Figure 1. Clock wiring as the flow saved it (run 1).
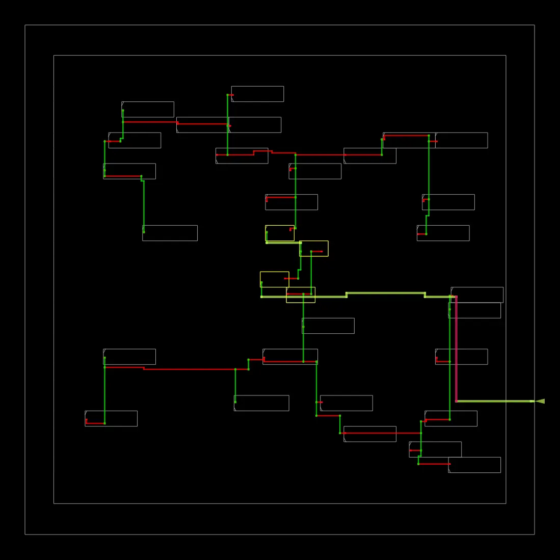
Figure 2. Register map, names as in the netlist (run 1).
Other sequential cells in the stronger grey, the rest of the logic in the fainter grey.
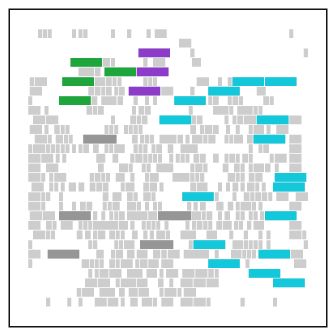
Figure 3. Clock network drawn from the DEF (run 1).
Scale bar: 20 um.
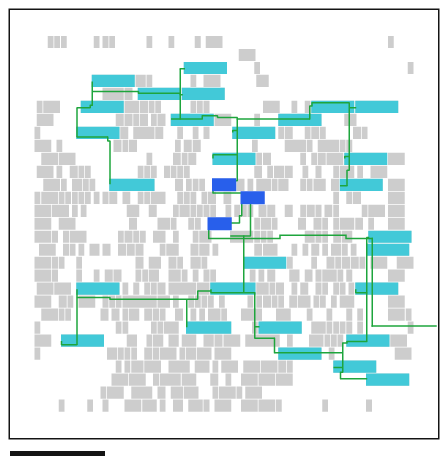
Figure 4. Routed metal, one colour a layer (run 1).
Scale bar: 20 um.
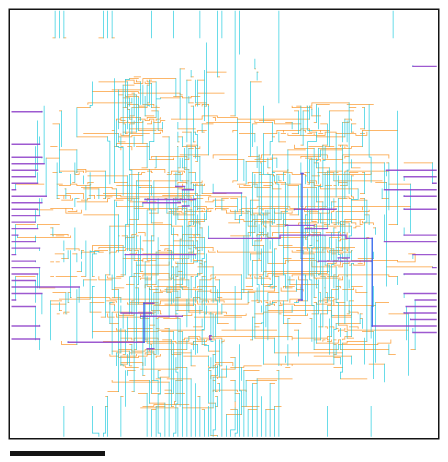
==> src/rtl/sd_init_sequencer.sv <==
// SPI-mode SD card initialisation sequencer: dummy clocks, CMD0, CMD8, then CMD55+ACMD41 polling.
// Drives 48-bit command frames to a serialising engine and reports done/error with a cause code.
module sd_init_sequencer #(
   parameter int CMD0_RETRIES = 8,
   parameter int ACMD41_POLLS = 1000,
   parameter int POLL_WIDTH   = 16,
   parameter bit HCS          = 1'b1
) (
   input  logic                  input_clk,
   input  logic                  reset,
   input  logic                  start,
   output logic                  dummy_req,
   input  logic                  dummy_done,
   output logic                  cmd_valid,
   input  logic                  cmd_ready,
   output logic [47:0]           cmd_frame,
   input  logic                  resp_valid,
   input  logic [7:0]            resp_r1,
   input  logic [31:0]           resp_r7,
   input  logic                  resp_timeout,
   output logic                  busy,
   output logic                  done,
   output logic                  error,
   output logic [2:0]            error_code,
   output logic                  card_v2,
   output logic [POLL_WIDTH-1:0] poll_count
);

   localparam int C0W = (CMD0_RETRIES < 2) ? 1 : $clog2(CMD0_RETRIES + 1);
   localparam logic [C0W-1:0]        C0_LIMIT   = C0W'(CMD0_RETRIES);
   localparam logic [POLL_WIDTH-1:0] POLL_LIMIT = POLL_WIDTH'(ACMD41_POLLS);

   localparam logic [47:0] FRAME_CMD0    = 48'h40_0000_0000_95;
   localparam logic [47:0] FRAME_CMD8    = 48'h48_0000_01AA_87;
   localparam logic [47:0] FRAME_CMD55   = 48'h77_0000_0000_65;
   localparam logic [47:0] FRAME_A41_HCS = 48'h69_4000_0000_77;
   localparam logic [47:0] FRAME_A41     = 48'h69_0000_0000_E5;

   typedef enum logic [3:0] {
      S_IDLE, S_DUMMY, S_CMD0, S_W0, S_CMD8, S_W8,
      S_CMD55, S_W55, S_A41, S_W41, S_DONE, S_ERR
   } state_t;

   state_t                  state, state_n;
   logic [C0W-1:0]          cmd0_cnt, cmd0_cnt_n;
   logic [POLL_WIDTH-1:0]   poll_n;
   logic [2:0]              code_n;
   logic                    v2_n;

   // Only the low 12 bits of the R7 tail carry the voltage/check pattern.
   logic unused_r7;
   assign unused_r7 = ^resp_r7[31:12];

   always_ff @(posedge input_clk or posedge reset) begin
      if (reset) begin
         state      <= S_IDLE;
         cmd0_cnt   <= '0;
         poll_count <= '0;
         error_code <= '0;
         card_v2    <= 1'b0;
      end else begin
         state      <= state_n;
         cmd0_cnt   <= cmd0_cnt_n;
         poll_count <= poll_n;
         error_code <= code_n;
         card_v2    <= v2_n;
      end
   end

   // Request outputs decode straight from state so reset removes them without waiting for a clock.
   assign busy  = !(state == S_IDLE || state == S_DONE || state == S_ERR);
   assign done  = (state == S_DONE);
   assign error = (state == S_ERR);

   always_comb begin
      state_n    = state;
      cmd0_cnt_n = cmd0_cnt;
      poll_n     = poll_count;
      code_n     = error_code;
      v2_n       = card_v2;
      dummy_req  = 1'b0;
      cmd_valid  = 1'b0;
      cmd_frame  = '0;
      case (state)
         S_IDLE, S_DONE, S_ERR: begin
            if (start) begin
               state_n    = S_DUMMY;
               cmd0_cnt_n = '0;
               poll_n     = '0;
               code_n     = '0;
               v2_n       = 1'b0;
            end
         end
         S_DUMMY: begin
            dummy_req = 1'b1;
            if (dummy_done) state_n = S_CMD0;
         end
         S_CMD0: begin
            cmd_valid = 1'b1;
            cmd_frame = FRAME_CMD0;
            if (cmd_ready) state_n = S_W0;
         end
         S_W0: begin
            if (resp_valid && resp_r1 == 8'h01) begin
               state_n = S_CMD8;
            end else if (resp_valid || resp_timeout) begin
               cmd0_cnt_n = cmd0_cnt + C0W'(1);
               if (cmd0_cnt_n == C0_LIMIT) begin
                  state_n = S_ERR;
                  code_n  = 3'd1;
               end else begin
                  state_n = S_CMD0;
               end
            end
         end
         S_CMD8: begin
            cmd_valid = 1'b1;
            cmd_frame = FRAME_CMD8;
            if (cmd_ready) state_n = S_W8;
         end
         S_W8: begin
            if (resp_valid && resp_r1 == 8'h01 && resp_r7[11:0] == 12'h1AA) begin
               v2_n    = 1'b1;
               state_n = S_CMD55;
            end else if (resp_valid && resp_r1[2]) begin
               v2_n    = 1'b0;
               state_n = S_CMD55;
            end else if (resp_valid || resp_timeout) begin
               state_n = S_ERR;
               code_n  = 3'd2;
            end
         end
         S_CMD55: begin
            cmd_valid = 1'b1;
            cmd_frame = FRAME_CMD55;
            if (cmd_ready) state_n = S_W55;
         end
         S_W55: begin
            if (resp_valid && (resp_r1 == 8'h00 || resp_r1 == 8'h01)) begin
               state_n = S_A41;
            end else if (resp_valid || resp_timeout) begin
               state_n = S_ERR;
               code_n  = 3'd3;
            end
         end
         S_A41: begin
            cmd_valid = 1'b1;
            cmd_frame = (HCS && card_v2) ? FRAME_A41_HCS : FRAME_A41;
            if (cmd_ready) begin
               state_n = S_W41;
               if (poll_count != '1) poll_n = poll_count + POLL_WIDTH'(1);
            end
         end
         S_W41: begin
            if (resp_valid) begin
               if (resp_r1 == 8'h00) begin
                  state_n = S_DONE;
               end else if (resp_r1 == 8'h01) begin
                  if (poll_count == POLL_LIMIT) begin
                     state_n = S_ERR;
                     code_n  = 3'd4;
                  end else begin
                     state_n = S_CMD55;
                  end
               end else begin
                  state_n = S_ERR;
                  code_n  = 3'd5;
               end
            end else if (resp_timeout) begin
               state_n = S_ERR;
               code_n  = 3'd5;
            end
         end
         default: state_n = S_IDLE;
      endcase
   end

endmodule
==> config.mk <==
export PLATFORM = sky130hd
export DESIGN_NAME = sd_init_sequencer
export DESIGN_NICKNAME = d
export VERILOG_FILES = /design/src/rtl/sd_init_sequencer.sv
export SDC_FILE = /design/constraint.sdc
export NUM_CORES = 1
export LEC_CHECK = 0
export ABC_AREA = 1
export CAP_MARGIN = 40
export CORE_MARGIN = 5
export CORE_UTILIZATION = 40
export DETAILED_ROUTE_END_ITERATION = 10
export HOLD_SLACK_MARGIN = 0.15
export PLACE_DENSITY = 0.79
export SYNTH_ARGS = -nofsm -noshare
export SYNTH_HDL_FRONTEND = slang
export SYNTH_SLANG_ARGS = --single-unit
==> constraint.sdc <==
create_clock -name input_clk -period 2.1 [get_ports input_clk]
set_input_delay 0.21 -clock input_clk [delete_from_list [all_inputs] [get_ports input_clk]]
set_output_delay 0.21 -clock input_clk [all_outputs]
set_load 0.01 [all_outputs]
==> reports/metrics.csv, run 1 <==
metric;value;unit
synth_cell_type_count;28;
ctsRootBufferMaster;sky130_fd_sc_hd__clkbuf_8;
yosys.stat.chipArea;2539;um2
power_density_of_the_placed_cells;634.8;nW/um2
r2r.worst_path.cells;9;
route.detailed.vias_per_inst;4.834;
dpl.hpwl;5473;um
ant_nets;0;
post_drt_wl_per_cell;12.16;um
worst_slew_pin_slew;489.4;ps
synth-edff-count;0;
cts.reportedPaths.clkPinSlew;100;ps
antenna_found_initial;0;
ys_warn_count;0;
clock_tree.htree_level_count;1;
drt_drc_violations_left;0;
critPathLaunchType;flop;
postLayoutCoreUtil;52.82;%
yosys.cell_count.top_type;sky130_fd_sc_hd__nand2_1;
clk_path_buf_depth;2;
grt_pass1_wl;10930;um
max_freq;485.1;MHz
setup_viol;0;
critPathArrivalTime;1850;ps
tritoncts;done;
max-cap-violations;0;
dr_total_vias;2654;
fp.dieArea;8040;um2
area_leaders;sky130_fd_sc_hd__dfrtp_1, sky130_fd_sc_hd__nand2_1, sky130_fd_sc_hd__buf_4;
critical-path-top-delay-family;buffers and inverters;
max_slew_margin;67.12;%
timing.setup.tns;0;ps
period_used_share;98.17;%
drt_pass1_iterations;4;
die_w;89.67;um
yosys.stat.seqShare;27.60;%
worst_hold_path_type;in -> async;
cts_inserted_buffers;3;
io_buffers;71;
setup_ws_post_layout;38.39;ps
timing.rr.end;state[0];
postSynthRegisterBits;28;
crit_path_max_fanout;10;
num_rows;29;
area_growth_syn_to_layout;30.61;%
critical_path.slowest_cell;sky130_fd_sc_hd__clkdlybuf4s50_1;
crit_required;1890;ps
critical_path.cell_chain;nor2_2 > nand2_2 > o21ai_0 > clkdlybuf4s50_1;
floorplan.core_util;40.44;%
post-synth-top-area-fraction;27.60;%
run_status;complete, no violations;
die_h;89.67;um
timing.setup.critical_path_class;reg -> out;
num-nets-final;524;
synthDominantAreaCellType;sky130_fd_sc_hd__dfrtp_1;
first_global_vias;2481;
routabilityCongestion;0.9174;
maximum_number_of_pins_on_one_net_before_global_route_repair;29;
mappedNetlistArea;2539;um2
timing.critical_path.slowest_cell_delay;560;ps
cp-end-kind;output port;
rrSetupSlack;250;ps
post_synthesis_async_set_or_reset_flop_share;100.0;%
leakagePower;0.001651;uW
io_pins;120;
detail_route.iter0.violations;123;
warnings;48;
power.ir.vdd_worst;0.4302;mV
syn_area_per_cell;6.299;um2
num_antenna_cells;0;
drive_gt1_share;7.627;%
slew_violations;0;
holdWs;298.3;ps
common_cells;sky130_fd_sc_hd__nand2_1, sky130_fd_sc_hd__nor2_1, sky130_fd_sc_hd__inv_1, sky130_fd_sc_hd__buf_4, sky130_fd_sc_hd__nand3_1;
hold_viol;0;
ys_cells;403;
flop_cell;sky130_fd_sc_hd__dfrtp_1;
preCtsSetupSlack;152.5;ps
About Figure 1:
clock distribution power: 341 uW
layout sequential cell count: 28
count of clock tree sinks: 28

About Figure 2:
| colour | netlist name | flops |
|---|---|---|
| cyan | `poll_count` | 16 |
| green | `cmd0_cnt` | 4 |
| purple | `error_code` | 3 |
not coloured: 5

About Figure 3:
[cyan] flip-flops | count: 28
[blue] clock-net drivers | count: 3
[green] clock wires | length: 399 um
routed clock nets: 4
worst skew pair latency: 270 ps
worst clock skew on the final layout: 7.707 ps

About Figure 4:
| colour | layer | wire length |
|---|---|---|
| blue | M4 | 53.0 um |
| cyan | M2 | 3560 um |
| orange | M1 | 2650 um |
| purple | M3 | 420 um |
detailed-route wire length: 6676 um
GRT Overall Usage: 16.77%

## run 1: repair_timing
action	CTS	global route
cloned	0	0
resized	10	9
buffers inserted	2	2
pin swaps	1	0
endpoints found under the setup margin	16	14
hold buffers	0	0
## run 1: worst min-delay path, cell delays in order
cell and delay, ps:
sky130_fd_sc_hd__clkdlybuf4s50_1 390, sky130_fd_sc_hd__inv_1 50, sky130_fd_sc_hd__buf_4 340
## run 1: cell type report
class | count | area [um2]
Timing Repair Buffer | 86 | 847.1
Fill cell | 616 | 2962
Inverter | 46 | 172.7
Clock buffer | 4 | 55.05
Multi-Input combinational cell | 308 | 1440
Sequential cell | 28 | 704.4
Tap cell | 77 | 96.34
## run 1: kinds of logic (layout without fill, tap and decap cells)
kind of cell / count (synthesis) / after routing / synth area share, %
and+or+nand+nor: 230 / 230 / 38.69
xor gates and xnor gates: 10 / 10 / 3.450
DFF: 28 / 28 / 27.60
buffers and inverters: 94 / 136 / 20.26
AOI/OAI and AO/OA: 36 / 36 / 7.886
other: 1 / 28 / 0.1477
adders and majority gates: 4 / 4 / 1.971
## run 1: how the worst max path moves through the flow
| stage | start | depth (start not counted) | slack [ps] | end |
|---|---|---|---|---|
| finish | state[0] | 4 | 40 | cmd_frame[1] |
| global route | state[0] | 4 | -30 | cmd_frame[1] |
| global placement | state[3] | 7 | 160 | cmd_frame[6] |
| CTS | state[0] | 4 | 7 | cmd_frame[46] |
| detailed placement | state[3] | 7 | 150 | cmd_frame[5] |
| floorplan | poll_count[0] | 9 | 330 | poll_count[14] |
## run 1: registers in the layout, summed over array words and instances, names as in the netlist
signal      flops
cmd0_cnt        4
error_code      3
card_v2         1
poll_count     16
state           4
## run 1: where the power goes
| group | internal [uW] | leakage, uW | switching, uW | total (uW) |
|---|---|---|---|---|
| logic | 449 | 0.00124 | 648 | 1100 |
| registers | 591 | 0.000380 | 76.9 | 667 |
| clock network | 168 | 0.0000288 | 173 | 341 |
## run 1: layout by cell type (no fill, tap or decap), drive strengths merged, types with 3 or more instances in the layout
| master | instances |
|---|---|
| dfrtp | 28 |
| a21oi | 7 |
| nor2 | 59 |
| inv | 46 |
| nand2 | 110 |
| xor2 | 7 |
| dlymetal6s2s | 3 |
| xnor2 | 3 |
| nor3 | 11 |
| buf | 15 |
| nand3 | 34 |
| ha | 4 |
| clkdlybuf4s50 | 61 |
| nand4 | 12 |
| dlygate4sd2 | 7 |
| o21ai | 23 |
| conb | 28 |
| nand3b | 3 |
| clkbuf | 4 |
## run 1: layer usage
layer	vias to the layer above	wire length, um	track usage [%]
li1	1352	-	-
met1	1213	2648	20.06
met2	83	3555	31.85
met3	6	419	2.372
met4	0	53	2.977
met5	-	0	0
## run 1: per-stage QoR
stage	std cells	instance area, um2	total power [uW]
detailed placement	541	3201	1759
CTS	547	3279	2100
finish	549	3316	2105
floorplan	430	2640	1391
global route	549	3316	2290
global placement	541	3201	1732
Figure 5. I/O pins on the die edge (run 1).
Pins as bars across the die edge, other pins in grey.
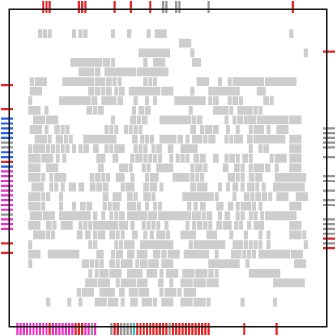

==> run 2, diff against run 1 <==
Settings changed: SKIP_LAST_GASP from default to 1.
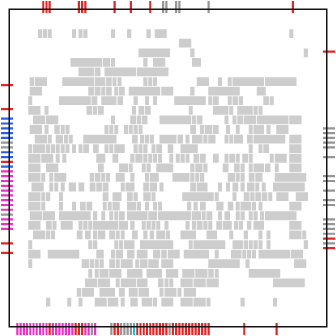
Figure 6: run 2, I/O pins on the die edge.
Pins as bars across the die edge, other pins in grey.
| colour | port | pins | direction | edge |
|---|---|---|---|---|
| magenta | `resp_r7` | 32 | input | 20 bottom, 12 left |
| blue | `resp_r1` | 8 | input | left |
| cyan | `dummy_req` | 1 | output | bottom |
| red | `cmd_frame` | 48 | output | 30 bottom, 10 top, 5 left, 3 right |
all pins by edge: 58 bottom, 28 left, 19 right, 15 top

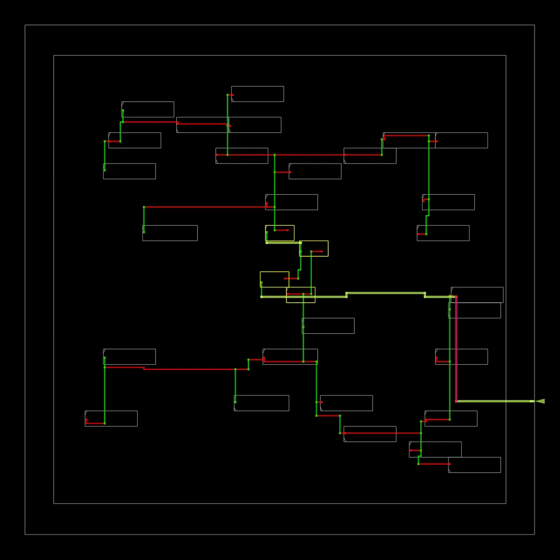
Figure 7: run 2, clock wiring as the flow saved it.
clock distribution power: 342 uW
count of clock-net buffers in the final layout: 4
TritonCTS buffer count: 3
worst clock skew on the final layout: 6.437 ps

==> run 2 against run 1 <==
Die area is the same. Setup slack lost 25 ps. Sequential share of layout area is essentially flat. Critical path type unchanged.
==> reports/metrics.csv, run 2 <==
metric;value;unit;change
timing.setup.critical_path_class;reg -> out;;
clk_path_buf_depth;2;;unchanged
cts.reportedPaths.clkPinSlew;100;ps;about the same
hold_viol;0;;unchanged
ys_cells;403;;unchanged
crit_required;1890;ps;about the same
grt_pass1_wl;10930;um;unchanged
top_logic_kind;simple AND/OR/NAND/NOR gates;;
fp.dieArea;8040;um2;unchanged
timing.rr.end;poll_count[13];;
critPathArrivalTime;1880;ps;+30 ps
area_leaders;sky130_fd_sc_hd__dfrtp_1, sky130_fd_sc_hd__nand2_1, sky130_fd_sc_hd__buf_4;;
yosys.stat.chipArea;2539;um2;unchanged
final_design_instance_area_without_fill;3319;um2;+0.11%
power.ir.vdd_worst;0.4277;mV;-0.57%
synthDominantAreaCellType;sky130_fd_sc_hd__dfrtp_1;;
period_used_share;99.38;%;+1.2 points
dr_total_vias;2673;;+0.72%
finalWorstPathRequiredPeriod;2087;ps;
post_synthesis_async_set_or_reset_flop_share;100.0;%;unchanged
layout.cells.most_common_list;sky130_fd_sc_hd__nand2_1, sky130_fd_sc_hd__clkdlybuf4s50_1, sky130_fd_sc_hd__nor2_1;;
insertion_delay;270;ps;about the same
cp-end-kind;output port;;
power.internal;1212;uW;+0.38%
yosys.stat.seqShare;27.60;%;unchanged
num_rows;29;;unchanged
clock_tree.htree_level_count;1;;unchanged
io_pins;120;;unchanged
timing.critical_path.slowest_cell_delay;560;ps;about the same
max_freq;479.2;MHz;-1.2%
synthCells;403;;
io_buffers;71;;unchanged
power.switching_fraction;42.63;%;about the same
layout_top_cell;sky130_fd_sc_hd__nand2_1;;
common_cells;sky130_fd_sc_hd__nand2_1, sky130_fd_sc_hd__nor2_1, sky130_fd_sc_hd__inv_1, sky130_fd_sc_hd__buf_4, sky130_fd_sc_hd__nand3_1;;
worstSetupPathDepth;4;;unchanged
ys_warn_count;0;;unchanged
critical_path.slowest_cell;sky130_fd_sc_hd__clkdlybuf4s50_1;;
leakagePower;0.001661;uW;+0.64%
post-synth-top-area-fraction;27.60;%;unchanged
synth.cellmix.adderShare;1.971;%;unchanged
preCtsSetupSlack;152.5;ps;unchanged
antenna_found_initial;0;;unchanged
ys_sh_aoi;7.886;%;unchanged
core_region_area;6277;um2;
syn_area_per_cell;6.299;um2;unchanged
warnings;49;;+2.1%
regToRegStartpoint;poll_count[0];;
flop_cell;sky130_fd_sc_hd__dfrtp_1;;
rrSetupSlack;250;ps;about the same
dpl.hpwl;5473;um;unchanged
routabilityCongestion;0.9174;;unchanged
setup_viol;0;;unchanged
r2r.worst_path.cells;8;;-1
route.detailed.vias_per_inst;4.869;;+0.72%
reg_top3;poll_count x16, cmd0_cnt x4, state x4;;
die_w;89.67;um;unchanged
tritoncts;done;;
setup_ws_post_layout;13.01;ps;-25.37 ps
area.sequential;704.4;um2;unchanged
ant_nets;0;;unchanged
critPathLaunchType;flop;;
fill_cells;613;;-0.49%
run_status;complete, no violations;;
post_drt_wl_per_cell;12.30;um;+1.2%
grt.total_usage;16.77;%;unchanged
synth_cell_type_count;28;;unchanged
yosys.cell_count.top_type;sky130_fd_sc_hd__nand2_1;;
synthMuxAreaShare;0;%;unchanged
critical_path.cell_chain;nor2_2 > nand2_2 > o21ai_0 > clkdlybuf4s50_1;;
placed_cell_area;3201;um2;unchanged
layout.area.comb;1440;um2;unchanged
largest_register_ff_count;16;;unchanged
power_frac_clock;16.2;%;about the same
drive_gt1_share;7.627;%;unchanged
worst-path-buf-inv;1;;
maximum_number_of_pins_on_one_net_before_global_route_repair;29;;unchanged
worst_hold_path_type;in -> async;;
power.switching;900.6;uW;+0.34%
power_density_of_the_placed_cells;636.4;nW/um2;+0.25%
reg_with_most_ffs;poll_count;;
ctsRootBufferMaster;sky130_fd_sc_hd__clkbuf_8;;
synth.cellmix.xorXnorShare;3.450;%;unchanged
final_instance_count_excl_fillers;549;;unchanged
drt_pass1_iterations;7;;+3
synth-edff-count;0;;unchanged
num-nets-final;524;;unchanged
numPlacedInstances;541;;unchanged
detail_route.iter0.violations;102;;-17%
max-cap-violations;0;;unchanged
critical-path-top-delay-family;buffers and inverters;;
floorplan.core_util;40.44;%;unchanged
timing.setup.tns;0;ps;unchanged
share_of_total_power_in_combinational_logic;52.2;%;about the same
drt_drc_violations_left;0;;unchanged
postSynthRegisterBits;28;;unchanged
ys_sh_simple;38.69;%;unchanged
crit_path_max_fanout;10;;unchanged
mappedNetlistArea;2539;um2;unchanged
slew_violations;0;;unchanged
num_antenna_cells;0;;unchanged
clock_sink_count;28;;unchanged
wl;6755;um;+1.2%
first_global_vias;2481;;unchanged
area_growth_syn_to_layout;30.75;%;
pwr-share-seq;31.6;%;about the same
grt_overflow;0;;
die_h;89.67;um;unchanged
## run 2: cells by family (layout without fill, tap and decap cells)
logic type / count (synthesis) / in the layout
fa+ha+maj: 4 / 4
simple gates: 230 / 230
buf+inv: 94 / 136
flops: 28 / 28
other cells: 1 / 28
compound gates: 36 / 36
xor+xnor: 10 / 10
## run 2: how the worst max path moves through the flow
stage                              from             end  slack (ps)
after floorplan           poll_count[0]  poll_count[14]         330
after global placement         state[3]    cmd_frame[6]         160
after detailed placement       state[3]    cmd_frame[5]         150
after CTS                      state[3]    cmd_frame[4]          -6
after global routing           state[0]    cmd_frame[1]         -20
final                          state[0]    cmd_frame[1]          10
## run 2: per-layer routing
layer / vias to the layer above / GRT usage (%) / share of wire (%)
li1: 1351 / - / -
met1: 1203 / 20.06 / 39
met2: 111 / 31.85 / 52
met3: 8 / 2.372 / 7.5
met4: 0 / 2.977 / 1.0
met5: - / 0 / 0
## run 2: worst reg2reg max path: stages (launching register included)
cell and delay [ps]:
sky130_fd_sc_hd__dfrtp_1 470, sky130_fd_sc_hd__ha_1 300, sky130_fd_sc_hd__nand2_1 110, sky130_fd_sc_hd__nor2_1 200, sky130_fd_sc_hd__nand3_1 130, sky130_fd_sc_hd__o211ai_2 250, sky130_fd_sc_hd__inv_2 160, sky130_fd_sc_hd__nand3_1 100
sky130_fd_sc_hd__nand2_1 50
## run 2: power groups by stage
stage          clock network, uW  registers, uW  logic, uW
6_report                     342            667       1100
3_3_place_gp                   0            665       1070
3_5_place_dp                   0            669       1090
4_1_cts                      360            663       1080
2_1_floorplan                  0            638        753
5_1_grt                      384            675       1240
## run 2: layout make-up
| class | instances | area share (%) |
|---|---|---|
| repair buffers | 86 | 25.63 |
| flip-flops and latches | 28 | 21.22 |
| well taps | 77 | 2.902 |
| clock buffers | 4 | 1.659 |
| multi-input cells | 308 | 43.38 |
| inverters | 46 | 5.202 |
## run 2: metrics by stage
step / power [uW] / util (%) / hold slack (ps)
detailed placement: 1759 / 50.99 / 457.8
global route: 2295 / 52.88 / 332.5
CTS: 2107 / 52.26 / 314.3
floorplan: 1391 / - / 275.4
finish: 2113 / 52.88 / 296.7
global placement: 1732 / 50.99 / 458.8
## run 2: repair_timing
| action | CTS | global route |
|---|---|---|
| pin swaps | 1 | 0 |
| endpoints found under the setup margin | 16 | 15 |
| gates resized | 9 | 10 |
| buffers inserted | 2 | 2 |
| cloned | 0 | 0 |
| hold buffers | 0 | 0 |
Power and IR drop assume default switching activity.
